==> config.mk <==
export PLATFORM = sky130hd
export DESIGN_NAME = iob_uart_txfifo
export DESIGN_NICKNAME = d
export VERILOG_FILES = /design/src/rtl/iob_uart_txfifo_pkg.sv /design/src/rtl/iob_uart_txfifo_mem.sv /design/src/rtl/iob_uart_txfifo.sv
export SDC_FILE = /design/constraint.sdc
export NUM_CORES = 1
export LEC_CHECK = 0
export ABC_AREA = 1
export CAP_MARGIN = 10
export CORE_ASPECT_RATIO = 0.9
export CORE_MARGIN = 10
export CORE_UTILIZATION = 60
export CTS_BUF_LIST = sky130_fd_sc_hd__clkbuf_2 sky130_fd_sc_hd__clkbuf_4 sky130_fd_sc_hd__clkbuf_8
export DETAILED_ROUTE_END_ITERATION = 16
export DONT_BUFFER_PORTS = 1
export PLACE_DENSITY_LB_ADDON = 0.15
export REMOVE_ABC_BUFFERS = 1
export SETUP_SLACK_MARGIN = 0.02
export SLEW_MARGIN = 15
export SYNTH_ARGS = -nofsm -noshare
export SYNTH_HDL_FRONTEND = slang
export SYNTH_SLANG_ARGS = --single-unit
==> constraint.sdc <==
create_clock -name clk_i -period 4.56 [get_ports clk_i]
set_clock_uncertainty 0.15 [all_clocks]
set_input_delay 0.912 -clock clk_i [delete_from_list [all_inputs] [get_ports clk_i]]
set_output_delay 0.912 -clock clk_i [all_outputs]
set_load 0.1 [all_outputs]
==> src/rtl/iob_uart_txfifo_pkg.sv <==
// Shared definitions for the UART transmit FIFO: drain FSM encoding and
// default sizing constants.
package iob_uart_txfifo_pkg;

    // Drain FSM states; encoding is visible to debug tooling, keep it fixed.
    typedef enum logic [1:0] {
        ST_IDLE      = 2'd0,
        ST_ISSUE     = 2'd1,
        ST_WAIT_LOW  = 2'd2,
        ST_WAIT_HIGH = 2'd3
    } txfifo_state_e;

    localparam int TXFIFO_DEPTH_LOG2_DEF = 4;
    localparam int TXFIFO_GUARD_CYC_DEF  = 2;

endpackage

==> src/rtl/iob_uart_txfifo_mem.sv <==
// Character storage for the UART transmit FIFO: synchronous write port,
// asynchronous read port, no reset (contents are qualified by the pointers).
module iob_uart_txfifo_mem #(
    parameter int DATA_W     = 8,
    parameter int DEPTH_LOG2 = 4
) (
    input  logic                  clk_i,
    input  logic                  wr_en_i,
    input  logic [DEPTH_LOG2-1:0] wr_addr_i,
    input  logic [DATA_W-1:0]     wr_data_i,
    input  logic [DEPTH_LOG2-1:0] rd_addr_i,
    output logic [DATA_W-1:0]     rd_data_o
);

    logic [DATA_W-1:0] mem_q [2**DEPTH_LOG2];

    // Write the pushed character into its slot.
    always_ff @(posedge clk_i) begin
        if (wr_en_i) begin
            mem_q[wr_addr_i] <= wr_data_i;
        end
    end

    assign rd_data_o = mem_q[rd_addr_i];

endmodule

==> src/rtl/iob_uart_txfifo.sv <==
// UART transmit FIFO: buffers CPU writes and drains them one character at a
// time into uart_core, issuing a single-cycle write pulse whenever the core is
// ready. Optional sticky overflow flag enabled by IOB_UART_TXFIFO_OVF_EN.
module iob_uart_txfifo
    import iob_uart_txfifo_pkg::*;
#(
    parameter int DATA_W     = 8,
    parameter int DEPTH_LOG2 = TXFIFO_DEPTH_LOG2_DEF,
    parameter int GUARD_CYC  = TXFIFO_GUARD_CYC_DEF
) (
    input  logic                  clk_i,
    input  logic                  arst_n_i,
    input  logic                  soft_rst_i,
    input  logic                  wr_en_i,
    input  logic [DATA_W-1:0]     wr_data_i,
    output logic                  wr_ready_o,
    input  logic                  core_ready_i,
    output logic                  core_wen_o,
    output logic [DATA_W-1:0]     core_data_o,
    output logic [DEPTH_LOG2:0]   level_o,
    output logic                  empty_o,
    output logic                  full_o,
    output logic                  overflow_o,
    input  logic                  ovf_clr_i
);

    localparam int PW = DEPTH_LOG2 + 1;
    localparam int GW = (GUARD_CYC < 2) ? 1 : $clog2(GUARD_CYC + 1);

    logic [PW-1:0]     wr_ptr_q, wr_ptr_d;
    logic [PW-1:0]     rd_ptr_q, rd_ptr_d;
    logic [DATA_W-1:0] data_q, data_d;
    logic [DATA_W-1:0] head_data;
    logic [GW-1:0]     guard_q, guard_d;
    txfifo_state_e     state_q, state_d;
    logic              push;
    logic              pop;

    // Occupancy flags come straight from the registered pointers; the wrap
    // bit distinguishes full from empty when the low bits match.
    assign level_o    = wr_ptr_q - rd_ptr_q;
    assign empty_o    = (wr_ptr_q == rd_ptr_q);
    assign full_o     = (wr_ptr_q[DEPTH_LOG2-1:0] == rd_ptr_q[DEPTH_LOG2-1:0]) &&
                        (wr_ptr_q[DEPTH_LOG2] != rd_ptr_q[DEPTH_LOG2]);
    assign wr_ready_o = !full_o && !soft_rst_i;
    assign push       = wr_en_i && wr_ready_o;
    assign core_wen_o = (state_q == ST_ISSUE);
    assign core_data_o = data_q;

    iob_uart_txfifo_mem #(
        .DATA_W    (DATA_W),
        .DEPTH_LOG2(DEPTH_LOG2)
    ) u_mem (
        .clk_i    (clk_i),
        .wr_en_i  (push),
        .wr_addr_i(wr_ptr_q[DEPTH_LOG2-1:0]),
        .wr_data_i(wr_data_i),
        .rd_addr_i(rd_ptr_q[DEPTH_LOG2-1:0]),
        .rd_data_o(head_data)
    );

    // Drain FSM next state: pop in IDLE, pulse in ISSUE, then wait for the
    // core to acknowledge (ready low, or guard expiry) and to become ready.
    always_comb begin
        state_d = state_q;
        guard_d = guard_q;
        pop     = 1'b0;
        if (soft_rst_i) begin
            state_d = ST_IDLE;
            guard_d = '0;
        end else begin
            case (state_q)
                ST_IDLE: begin
                    if (!empty_o && core_ready_i) begin
                        pop     = 1'b1;
                        state_d = ST_ISSUE;
                    end
                end
                ST_ISSUE: begin
                    state_d = ST_WAIT_LOW;
                    guard_d = GW'(GUARD_CYC);
                end
                ST_WAIT_LOW: begin
                    if (!core_ready_i || guard_q <= GW'(1)) begin
                        state_d = ST_WAIT_HIGH;
                    end else begin
                        guard_d = guard_q - GW'(1);
                    end
                end
                ST_WAIT_HIGH: begin
                    if (core_ready_i) begin
                        state_d = ST_IDLE;
                    end
                end
                default: state_d = ST_IDLE;
            endcase
        end
    end

    // Pointer and output-data next state; soft reset flushes everything.
    always_comb begin
        wr_ptr_d = wr_ptr_q + PW'(push);
        rd_ptr_d = rd_ptr_q + PW'(pop);
        data_d   = pop ? head_data : data_q;
        if (soft_rst_i) begin
            wr_ptr_d = '0;
            rd_ptr_d = '0;
            data_d   = '0;
        end
    end

    // Control and output registers.
    always_ff @(posedge clk_i or negedge arst_n_i) begin
        if (!arst_n_i) begin
            state_q  <= ST_IDLE;
            guard_q  <= '0;
            wr_ptr_q <= '0;
            rd_ptr_q <= '0;
            data_q   <= '0;
        end else begin
            state_q  <= state_d;
            guard_q  <= guard_d;
            wr_ptr_q <= wr_ptr_d;
            rd_ptr_q <= rd_ptr_d;
            data_q   <= data_d;
        end
    end

`ifdef IOB_UART_TXFIFO_OVF_EN
    logic ovf_q, ovf_d;

    // Sticky overflow: a rejected push sets it and wins over a clear.
    always_comb begin
        ovf_d = ovf_q;
        if (soft_rst_i) begin
            ovf_d = 1'b0;
        end else if (wr_en_i && full_o) begin
            ovf_d = 1'b1;
        end else if (ovf_clr_i) begin
            ovf_d = 1'b0;
        end
    end

    // Overflow flag register.
    always_ff @(posedge clk_i or negedge arst_n_i) begin
        if (!arst_n_i) begin
            ovf_q <= 1'b0;
        end else begin
            ovf_q <= ovf_d;
        end
    end

    assign overflow_o = ovf_q;
`else
    logic unused_ovf_clr;
    assign unused_ovf_clr = ovf_clr_i;
    assign overflow_o     = 1'b0;
`endif

endmodule

run_1/port_nets.png
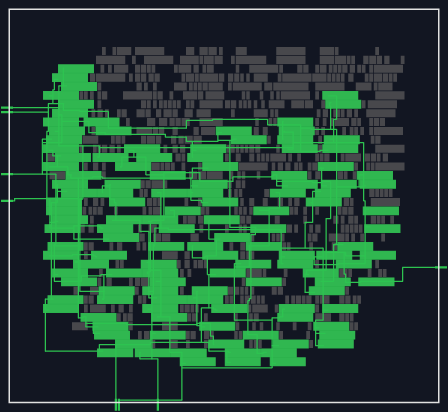
green -> wr_data_i  # bits 8, direction input, end cells 128, wire 1990 µm
IO buf count: 0
Top-Level Pins: 32

run_1/final_placement.png
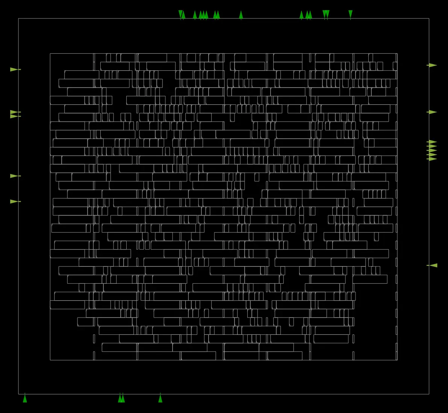
Util after Layout: 0.6672
flop count: 150
fraction of area in registers: 0.6068
Non-Filler Instances: 820

==> flow_summary_export.csv, run 1 <==
group,metric,value,unit
timing,period_needed,3.800,ns
worst_setup_path,crit_start,"rd_ptr_q[3]",
worst_setup_path,path_common_cell,"inv_1",
detailed_routing,drc_errors,0,
worst_setup_path,crit_family,"buffers and inverters",
worst_setup_path,cp_data_arrival_time,2.74,ns
grt,grt.total_usage,0.1882,
final_layout,diodes,0,
placed_design,globalplace.congestion,0.8229,
worst_setup_path,worstSetupEndpoint,"empty_o",
worst_setup_path,path_class,"flip-flop to primary output",
synth,synthArstFlopShare,0.1467,
worst_setup_path,crit_path_max_fanout,11,
synth,yosys_area,6668,µm²
clock_network,clock-sinks,150,
power,p_clk_frac,0.325,
worst_hold_path,hold_start,"soft_rst_i",
synth,synthesis.area,6668,µm²
final_layout,layout-drive-gt1-share,0.1003,
synth,synth_cells,637,
worst_setup_path,regToRegSetupSlack,1.52,ns
die,die_h,120.0,µm
synth,ys_cells,637,
timing,setup_viol_count_final,0,
placed_design,hpwl,9.127,mm
synth,synth-warning-count,0,
worst_setup_path,worstRegToRegCells,13,
synth,ys.flop_type,"edfxtp_1",
grt,antenna_found_initial,0,
run,warning_count,29,
synth,area_leaders,"edfxtp_1 (58%), nand2_1 (12%), dfrtp_1 (8.3%)",
worst_setup_path,cpPeakStageDelay,0.64,ns
power,power_leakage,0.003001,µW
timing,slew_headroom,0.2685,
timing,tns,0,ns
worst_setup_path,cp_slowest_cell,"inv_1",
detailed_routing,routed_via_density,5.454,
clock_network,cts_buffers,17,
clock_network,clk_latency,0.46,ns
final_layout,lay_top_count,"nand2_1",
worst_hold_path,whs_path_depth,1,
die,dieArea,15740,µm²
worst_setup_path,crit_path_start_kind,"flip-flop",
timing,finalMaxSlewViolations,0,
synth,avgSynthCellArea,10.47,µm²
final_layout,lay_top_cells,"nand2_1 (206), edfxtp_1 (128), nand3_1 (80)",
outcome,status,"completed",
run_1/met2.png
Cells faint in the background.
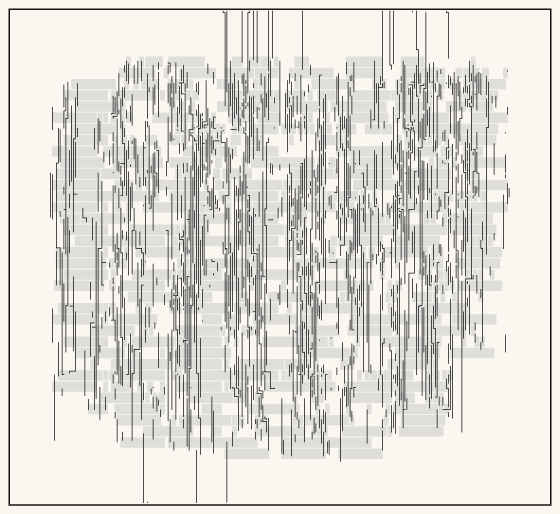
share of all routed wire = 48%
wire length on this layer = 6880 µm
longest straight run = 43.3 µm
main direction = vertical
drt total wl: 14.38 mm
Via Count: 4472
grt met2 use: 0.2977

run_1/cell_classes.png
Fill, decap, tap and diode cells in gray.
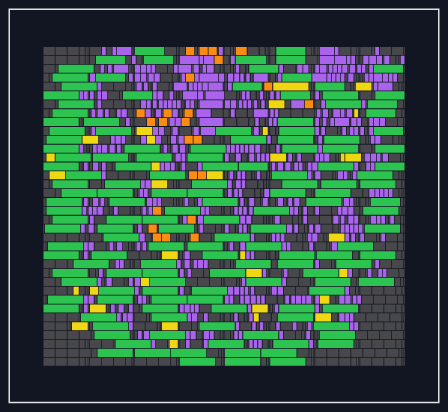
purple -> all other logic  # cells 462
yellow -> clock drivers and dummy loads  # cells 32
orange -> other buffers and delay cells  # cells 24
green -> flip-flops  # cells 150
core area: 10860 µm²
Row Count: 36
Design Area, Final: 7243 µm²

-- run 1: flip-flops by register name (all words and copies together), names as in the netlist --
register,flops
core_data_o,8
state_q,2
wr_ptr_q,5
u_mem.mem_q,128
guard_q,2
rd_ptr_q,5
-- run 1: metal layers --
metal | GRT usage | wire [µm] | vias to the layer above
met5 | 0 | 0 | -
met4 | 0.06180 | 191 | 0
met3 | 0.05630 | 1107 | 19
met2 | 0.2977 | 6878 | 153
met1 | 0.2444 | 6200 | 2150
li1 | - | - | 2150
-- run 1: cell type report --
cell class              instances  area [µm²]  share of cell area
clock buffers                  21       264.0             0.03645
well taps                     152       190.2             0.02626
inverters                      61       229.0             0.03161
clock inverters                11       88.84             0.01226
repair buffers                 24       182.7             0.02522
multi-input cells             401        1893              0.2614
flip-flops and latches        150        4395              0.6068
-- run 1: power groups by stage --
stage / sequential [µW] / combinational, µW / clock (µW)
2_1_floorplan: 1610 / 241 / 0
3_3_place_gp: 1610 / 301 / 0
3_5_place_dp: 1610 / 313 / 0
4_1_cts: 1580 / 319 / 925
5_1_grt: 1580 / 350 / 991
6_report: 1580 / 318 / 915
-- run 1: stage by stage --
stage | utilization | hold slack [ns] | cell area, µm² | total power, µW
2_1_floorplan | - | 0.3411 | 6494 | 1855
3_3_place_gp | 0.6338 | 0.3626 | 6880 | 1909
3_5_place_dp | 0.6338 | 0.3880 | 6880 | 1923
4_1_cts | 0.6672 | 0.3426 | 7243 | 2824
5_1_grt | 0.6672 | 0.3339 | 7243 | 2924
6_report | 0.6672 | 0.3715 | 7243 | 2812
-- run 1: logic make-up after synthesis --
kind of cell    share of synthesized area
compound gates                    0.02139
flops                              0.6590
fa+ha+maj                         0.02740
buf+inv                           0.06042
xor+xnor                         0.005255
simple gates                       0.2259
other cells                     0.0005624
run_1/met3.png
Bar = 50 µm.
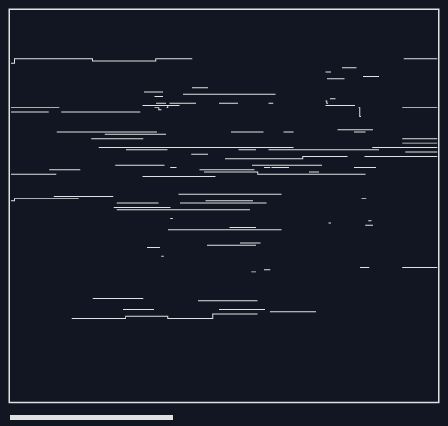

--- run 2 (diff from run 1) ---
clock period = 3.9 ns   (was 4.56 ns; I/O delays follow)
run_2/met3.png
Bar = 50 µm.
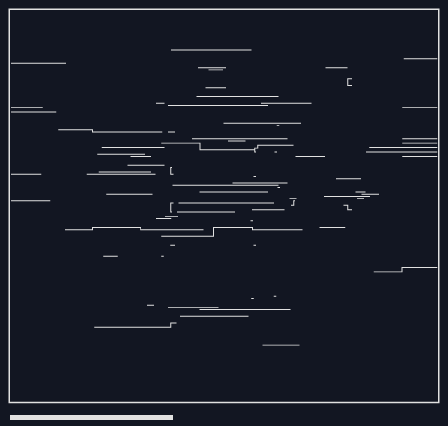
longest straight run = 32.2 µm
nets with wire on the layer = 50
drt total wl: 14.19 mm
Via Count: 4433
M3 GR Usage: 0.05796

==> flow_summary_export.csv, run 2 <==
group,metric,value,unit
worst_setup_path,crit_path_max_fanout,11,
synth,area_leaders,"edfxtp_1 (58%), nand2_1 (12%), dfrtp_1 (8.3%)",
placed_design,hpwl,9.029,mm
die,core,10860,µm²
final_layout,largest_class,"sequential cells",
final_layout,inv_count,61,
synth,yosys_area,6668,µm²
final_layout,postLayoutCellArea,7301,µm²
final_layout,design.seq.count,150,
worst_setup_path,crit_start,"rd_ptr_q[3]",
synth,ys.flop_type,"edfxtp_1",
detailed_routing,routed_via_density,5.386,
outcome,status,"completed",
timing,period_needed,3.515,ns
final_layout,logic_gate_count,401,
worst_setup_path,cp_slowest_cell,"dfrtp_1",
final_layout,lay_top_cells,"nand2_1 (206), edfxtp_1 (128), nand3_1 (80)",
grt,grt.total_usage,0.1865,
synth,avgSynthCellArea,10.47,µm²
die,rows,36,
final_layout,combGateArea,1893,µm²
final_layout,nNonClkBuffers,27,
placed_design,globalplace.congestion,0.8151,
clock_network,clk_latency,0.45,ns
timing,finalMaxSlewViolations,0,
final_layout,layout-drive-gt1-share,0.1073,
final_layout,buffer_area_frac,0.02742,
run_2/final_placement.png
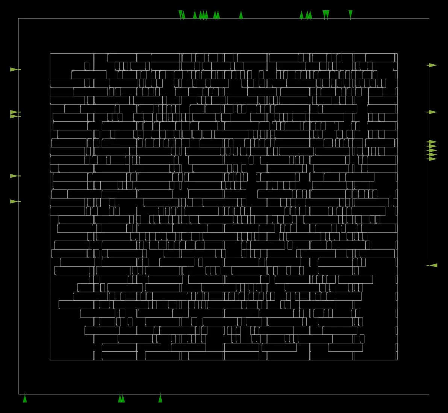
n_taps: 152
filler instances: 807
Util after Layout: 0.6725
fraction of area in registers: 0.6021

-- run 2: netlist changes by cell type in the layout (fill, tap and decap cells not counted) --
cell | previous run | this run
buf_4 | 23 | 26
clkbuf_4 | 4 | 1
clkinv_2 | 4 | 1
inv_6 | 0 | 3
clkinv_4 | 1 | 3
buf_2 | 0 | 1
bufinv_16 | 1 | 2
clkinv_1 | 3 | 2
clkinvlp_4 | 3 | 4
dlygate4sd3_1 | 1 | 0
-- run 2: stage by stage --
step	power, µW	setup WS (ns)
floorplan	2168	-0.4681
global placement	2240	0.8847
detailed placement	2254	0.8336
CTS	3406	0.3532
global route	3515	0.2026
finish	3385	0.3855
-- run 2: kinds of logic (layout without fill, tap and decap cells) --
| group | after synthesis | after routing | share of synthesized area |
|---|---|---|---|
| other cells | 1 | 1 | 0.0005624 |
| fa+ha+maj | 14 | 14 | 0.02740 |
| flops | 150 | 150 | 0.6590 |
| xor+xnor | 4 | 4 | 0.005255 |
| buf+inv | 86 | 120 | 0.06042 |
| simple gates | 354 | 354 | 0.2259 |
| compound gates | 28 | 28 | 0.02139 |
-- run 2: worst max-delay path, delay by kind of cell (launching register included) --
kind | cells | cell delay, ns
buffers and inverters | 2 | 0.58
adders and majority gates | 1 | 0.44
and+or+nand+nor | 1 | 0.09
AOI/OAI and AO/OA | 1 | 0.27
DFF | 1 | 0.59
xor gates and xnor gates | 1 | 0.16
-- run 2: per-layer routing --
layer	track usage	wire length [µm]
met5	0	0
met4	0.07093	268
met3	0.05796	932
met2	0.2955	6750
met1	0.2367	6238
-- run 2: what timing repair did --
action | CTS | global route
buffers inserted | 0 | 0
hold endpoints to repair | 22 | 0
hold buffers | 1 | 0
-- run 2: report_power, final --
part	total, µW	internal (µW)	switching [µW]
registers	1850	1770	77.4
clock network	1160	579	586
logic	375	90.9	284
total	3390	2440	948
No activity file was given, so power comes from the tool's default toggle rates.
